==> config.mk <==
export PLATFORM = sky130hd
export DESIGN_NAME = op_sequencer
export DESIGN_NICKNAME = d
export VERILOG_FILES = /design/src/rtl/op_pkg.sv /design/src/rtl/sync_fifo.sv /design/src/rtl/op_sequencer.sv
export SDC_FILE = /design/constraint.sdc
export NUM_CORES = 1
export LEC_CHECK = 0
export ABC_AREA = 0
export CAP_MARGIN = 0
export CORE_MARGIN = 10
export CORE_UTILIZATION = 53
export CTS_BUF_LIST = sky130_fd_sc_hd__clkbuf_8
export CTS_CLUSTER_SIZE = 24
export DETAILED_ROUTE_END_ITERATION = 8
export GPL_ROUTABILITY_DRIVEN = 0
export PLACE_DENSITY = 0.79
export SLEW_MARGIN = 15
export SYNTH_ARGS = -nofsm -noshare
export SYNTH_HDL_FRONTEND = slang
export SYNTH_SLANG_ARGS = --single-unit
==> constraint.sdc <==
create_clock -name clk -period 7.8 [get_ports clk]
set_input_delay 0.78 -clock clk [delete_from_list [all_inputs] [get_ports clk]]
set_output_delay 0.78 -clock clk [all_outputs]
set_load 0.02 [all_outputs]
==> src/rtl/op_pkg.sv <==
// Shared definitions for the matrix-controller command sequencer: opcodes,
// command/size field positions, FSM state encoding and size decode helpers.
package op_pkg;

    localparam logic [3:0] OP_IDLE = 4'd0;
    localparam logic [3:0] OP_MUL  = 4'd1;
    localparam logic [3:0] OP_WR   = 4'd2;
    localparam logic [3:0] OP_RD   = 4'd3;

    localparam int OPCODE_MSB     = 3;
    localparam int OPCODE_LSB     = 0;
    localparam int SIZE_LINES_MSB = 8;
    localparam int SIZE_LINES_LSB = 6;
    localparam int SIZE_CELLS_MSB = 5;
    localparam int SIZE_CELLS_LSB = 0;

    typedef enum logic [2:0] {
        ST_IDLE,
        ST_LAUNCH,
        ST_MUL,
        ST_DRAIN,
        ST_SWR,
        ST_SRD,
        ST_GAP
    } state_t;

    function automatic logic [3:0] op_opcode(input logic [31:0] op);
        return op[OPCODE_MSB:OPCODE_LSB];
    endfunction

    // Size fields hold count-minus-one, so both decodes add one back.
    function automatic logic [15:0] size_lines(input logic [8:0] size);
        return {13'd0, size[SIZE_LINES_MSB:SIZE_LINES_LSB]} + 16'd1;
    endfunction

    function automatic logic [15:0] size_cells(input logic [8:0] size);
        return {10'd0, size[SIZE_CELLS_MSB:SIZE_CELLS_LSB]} + 16'd1;
    endfunction

endpackage

==> src/rtl/sync_fifo.sv <==
// Single-clock FIFO with registered occupancy count; head is shown combinationally.
// A pop frees the slot that a same-cycle push may use, even when full.
module sync_fifo #(
    parameter int W     = 32,
    parameter int DEPTH = 4
) (
    input  logic                     clk,
    input  logic                     reset,
    input  logic                     push,
    input  logic [W-1:0]             push_data,
    input  logic                     pop,
    output logic [W-1:0]             head,
    output logic [$clog2(DEPTH):0]   count
);

    localparam int AW = $clog2(DEPTH);

    logic [W-1:0]  mem [DEPTH];
    logic [AW-1:0] wr_ptr;
    logic [AW-1:0] rd_ptr;
    logic          empty;
    logic          full;
    logic          do_push;
    logic          do_pop;

    assign empty   = (count == '0);
    assign full    = (count == (AW+1)'(DEPTH));
    assign do_pop  = pop && !empty;
    assign do_push = push && (!full || do_pop);
    assign head    = mem[rd_ptr];

    always_ff @(posedge clk) begin
        if (reset) begin
            wr_ptr <= '0;
            rd_ptr <= '0;
            count  <= '0;
        end else begin
            if (do_push) wr_ptr <= wr_ptr + AW'(1);
            if (do_pop)  rd_ptr <= rd_ptr + AW'(1);
            if (do_push && !do_pop)      count <= count + (AW+1)'(1);
            else if (do_pop && !do_push) count <= count - (AW+1)'(1);
        end
    end

    always_ff @(posedge clk) begin
        if (do_push) mem[wr_ptr] <= push_data;
    end

endmodule

==> src/rtl/op_sequencer.sv <==
// Command front-end for the matrix controller: pops queued operation words, holds each
// op on the controller pins for its required duration and streams serial write/read data.
module op_sequencer
    import op_pkg::*;
#(
    parameter int CMD_DEPTH = 4,
    parameter int DRAIN_LAT = 24,
    parameter int RD_LAT    = 1,
    parameter int RD_DEPTH  = 4
) (
    input  logic        clk,
    input  logic        reset,
    input  logic        cmd_valid,
    output logic        cmd_ready,
    input  logic [31:0] cmd_op,
    input  logic [8:0]  cfg_size,
    input  logic        wr_valid,
    output logic        wr_ready,
    input  logic [31:0] wr_data,
    output logic        rd_valid,
    input  logic        rd_ready,
    output logic [31:0] rd_data,
    output logic        ctl_enable,
    output logic [31:0] ctl_operation,
    output logic [31:0] ctl_in_data,
    output logic [8:0]  ctl_size,
    input  logic [31:0] ctl_out_data,
    output logic        busy,
    output logic        done
);

    state_t state;
    state_t next_state;

    logic [31:0] op_q;
    logic [8:0]  size_q;
    logic [15:0] cnt;
    logic [15:0] issued;
    logic [15:0] pushed;
    logic [15:0] n_ser;
    logic [15:0] n_mul;
    logic [15:0] in_flight;
    logic [15:0] rd_used;
    logic        issue;

    logic [31:0]                   cmd_head;
    logic [$clog2(CMD_DEPTH):0]    cmd_count;
    logic                          cmd_empty;
    logic                          cmd_full;
    logic                          cmd_pop;

    logic [RD_LAT-1:0]             rd_pipe;
    logic [31:0]                   rd_head;
    logic [$clog2(RD_DEPTH):0]     rd_count;
    logic                          rd_push;
    logic                          rd_pop;

    assign cmd_empty = (cmd_count == '0);
    assign cmd_full  = (cmd_count == ($clog2(CMD_DEPTH)+1)'(CMD_DEPTH));
    assign cmd_ready = !cmd_full;
    assign cmd_pop   = (state == ST_LAUNCH);

    sync_fifo #(.W(32), .DEPTH(CMD_DEPTH)) u_cmd_fifo (
        .clk       (clk),
        .reset     (reset),
        .push      (cmd_valid && cmd_ready),
        .push_data (cmd_op),
        .pop       (cmd_pop),
        .head      (cmd_head),
        .count     (cmd_count)
    );

    // Read data lands RD_LAT cycles after its issuing cycle; those in flight hold credit.
    assign rd_push   = rd_pipe[RD_LAT-1];
    assign rd_valid  = (rd_count != '0);
    assign rd_pop    = rd_valid && rd_ready;
    assign rd_data   = rd_valid ? rd_head : 32'd0;
    assign in_flight = 16'($countones(rd_pipe));
    assign rd_used   = in_flight + 16'(rd_count);

    sync_fifo #(.W(32), .DEPTH(RD_DEPTH)) u_rd_fifo (
        .clk       (clk),
        .reset     (reset),
        .push      (rd_push),
        .push_data (ctl_out_data),
        .pop       (rd_pop),
        .head      (rd_head),
        .count     (rd_count)
    );

    assign n_ser         = size_cells(size_q) * size_lines(size_q);
    assign n_mul         = n_ser * size_lines(size_q);
    assign ctl_operation = op_q;
    assign ctl_size      = size_q;
    assign busy          = (state != ST_IDLE) || !cmd_empty;
    assign done          = (state == ST_GAP);

    always_comb begin
        next_state  = state;
        ctl_enable  = 1'b1;
        wr_ready    = 1'b0;
        ctl_in_data = 32'd0;
        issue       = 1'b0;
        case (state)
            ST_IDLE: begin
                if (!cmd_empty) next_state = ST_LAUNCH;
            end
            ST_LAUNCH: begin
                case (op_opcode(cmd_head))
                    OP_MUL:  next_state = ST_MUL;
                    OP_WR:   next_state = ST_SWR;
                    OP_RD:   next_state = ST_SRD;
                    default: next_state = ST_GAP;
                endcase
            end
            ST_MUL: begin
                if (cnt == n_mul - 16'd1) next_state = ST_DRAIN;
            end
            ST_DRAIN: begin
                if (cnt == 16'(DRAIN_LAT - 1)) next_state = ST_GAP;
            end
            ST_SWR: begin
                ctl_enable  = wr_valid;
                wr_ready    = wr_valid;
                ctl_in_data = wr_data;
                if (wr_valid && cnt == n_ser - 16'd1) next_state = ST_GAP;
            end
            ST_SRD: begin
                issue      = (issued < n_ser) && (rd_used < 16'(RD_DEPTH));
                ctl_enable = issue;
                if (rd_push && pushed == n_ser - 16'd1) next_state = ST_GAP;
            end
            ST_GAP: begin
                next_state = ST_IDLE;
            end
            default: next_state = ST_IDLE;
        endcase
    end

    // cnt restarts on every state change; it times MUL/DRAIN and counts SWR words.
    always_ff @(posedge clk) begin
        if (reset) begin
            state   <= ST_IDLE;
            op_q    <= 32'd0;
            size_q  <= 9'd0;
            cnt     <= 16'd0;
            issued  <= 16'd0;
            pushed  <= 16'd0;
            rd_pipe <= '0;
        end else begin
            state   <= next_state;
            rd_pipe <= (rd_pipe << 1) | RD_LAT'(issue);

            if (next_state == ST_GAP || next_state == ST_IDLE) op_q <= {28'd0, OP_IDLE};
            else if (state == ST_LAUNCH)                       op_q <= cmd_head;

            if (state == ST_LAUNCH) size_q <= cfg_size;

            if (state != next_state)
                cnt <= 16'd0;
            else if (state == ST_MUL || state == ST_DRAIN || (state == ST_SWR && wr_valid))
                cnt <= cnt + 16'd1;

            if (state == ST_LAUNCH) begin
                issued <= 16'd0;
                pushed <= 16'd0;
            end else begin
                if (issue)                       issued <= issued + 16'd1;
                if (rd_push && state == ST_SRD)  pushed <= pushed + 16'd1;
            end
        end
    end

endmodule

**Gate families picked out**

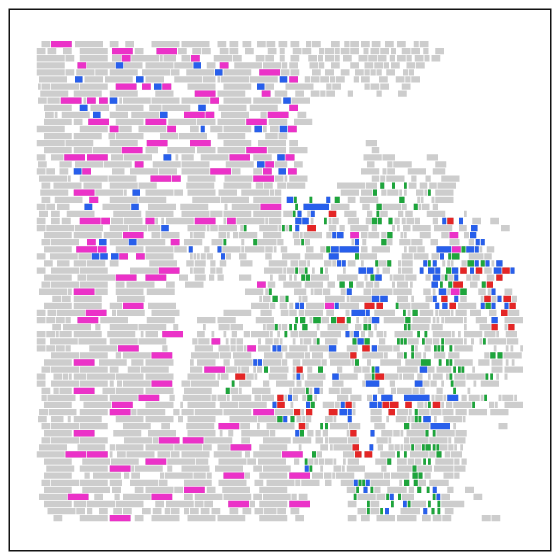
mux cells: in magenta, cells 104, most used mux4_2. non-inverting ao/oa cells: in red, cells 41, most used a21o_1. aoi and oai cells: in blue, cells 143, most used a21oi_1. nand cells: in green, cells 166, most used nand2_1.
most frequent logic cell in the layout: edfxtp_1
Comb area share: 36.4%
final cell count without fillers: 2204

**Sequential cells coloured by netlist name**

Bar = 50 um. Other sequential cells in the stronger grey, the rest of the logic in the fainter grey.
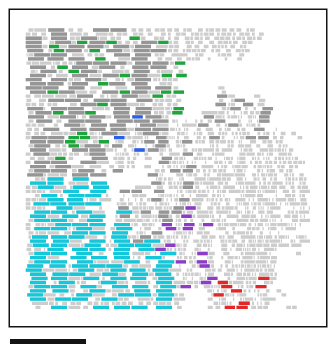
ctl_operation: in green, placed flops 32. u_rd_fifo.mem: in cyan, placed flops 128. u_cmd_fifo.count: in blue, placed flops 3. ctl_size: in red, placed flops 9, where south-east. issued: in purple, placed flops 16, where south.

==> deck_impl_summary.md <==
Physical Implementation Snapshot

Timing
  • Measured slew at the worst slew-check pin: 0.920 ns
  • Final Max Slew Viols: 0
  • Fin crit share: 96.3%
  • Max Clock Skew: 0.0293 ns
  • Slew HR: 38.5%
  • Hold_ws: 0.472 ns

Clocking
  • Worst skew pair latency: 0.60 ns
  • CTS max path bufs: 3
  • Clock slew at reported path FFs: 0.06 ns
  • H-tree depth: 2
  • Clk sinks: 367
  • Root buffer cell: clkbuf_8
  • Postcts setup bufs: 1
  • Num CTS Buffers: 54

Logic synthesis
  • XORs/XNORs by Area: 5.42%
  • EDFF count, synth: 256
  • Synth area leader: edfxtp_1
  • Biggest area cells: edfxtp_1, dfxtp_1, mux4_2
  • Most frequent cell after synthesis: edfxtp_1
  • Post-synth top cells: edfxtp_1, dfxtp_1, nand2_1, nor2_1, and2_1
  • Yosys simple share: 12.4%
  • Yosys stat chip area: 18700 um2
  • Dominant Register Cell: edfxtp_1
  • MUX area fraction: 9.88%
  • Post-Synth AOI/OAI Area: 7.31%
  • Async set or reset register ratio after synthesis: 0%
  • Register area share after synthesis: 53.1%
  • Syn Nets: 1667
  • Adders+Majority by Area: 8.51%
  • Synth top area share: 41.2%
  • Synth Warn #: 0
  • Flops after synth: 367

Critical path
  • Worst path slowest cell: fa_1
  • Crit path depth: 31
  • Buf/Inv on CP: 5
  • CP endpoint kind: flop
  • Setup CP Type: flop to flop
  • Crit path required time: 8.24 ns
  • Crit path largest cell delay: 0.56 ns
  • RR Endpoint: cnt[7]
  • Setup slack, reg-to-reg: 0.29 ns
  • Crit path max fanout: 16
  • Worst-case reg-to-reg path depth: 31

Cells and area
  • Non-clk bufs: 271
  • FILL cells: 2495
  • Area-dominant class: sequential cells
  • Area growth, synth to finish: 22.2%
  • Layout cell share with drive strength beyond 1: 16.0%
  • # nets final: 1921
  • Design Area, Final: 22800 um2
  • Inverters: 81
  • ANT cells: 1
  • Logic Gate Count: 929
  • Clock buf count: 58
  • Area fraction of clock buffers and clock inverters: 4.78%
  • Flops: 367

Power and ir drop
  • Clock-net power: 1.54 mW
  • Top power group: combinational cells
  • Reg power frac: 36.1%
  • Power per Cell Area: 285 nW/um2
  • P_int: 4.23 mW
  • Leakage: 8.16 nW
  • Max VDD drop: 0.304 mV
  • Seq group: 2.35 mW
  • Comb pwr: 2.62 mW

Route
  • Met3 WL: 2.34 mm
  • First DRT Iteration DRCs: 845
  • DR pass1 iterations: 6
  • Met1 WL: 18.1 mm
  • Via/cell ratio: 5.61

Floorplanning
  • Die area: 43100 um2
  • Die Height: 208 um
  • Tap Count: 455
  • Core Box Area: 34600 um2
  • Cell Rows: 68

Global routing
  • Grt ovf: 0
  • M3 GR Usage: 3.64%
  • Vias in the first global route: 12800
  • First-pass GRT wire length: 70.1 mm
  • Met2 Use GR: 34.1%

Min path
  • Worst Hold Launch: ctl_operation[1]
  • Hold Path Cell Cnt: 2
  • Tightest Hold Check Type: flop to flop
  • WHS Endpoint: ctl_operation[1]

Status
  • Status: completed

Run
  • Max-cap violations: 0

Place
  • Placed Cells: 2093
  • Port buffer count: 220
**Met4 routing**

Bar = 50 um.
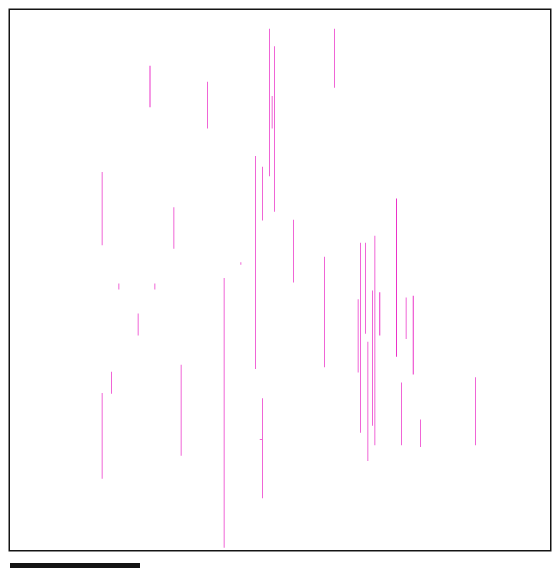
The wires run mostly vertical. 24 nets have wire on it. The layer carries 1130 um of wire. The longest straight run is 103 um. The layer holds 2.6% of the routed length.

**Track usage over the die**

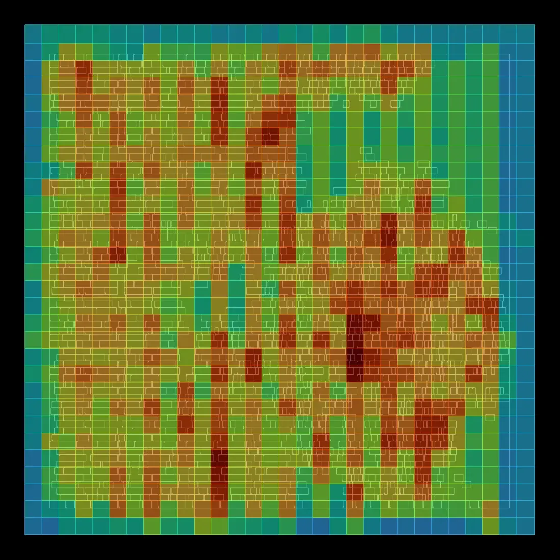
M1 GR Usage: 24.8%
gr usage total: 19.9%

Power is estimated from default activity; no workload was simulated.
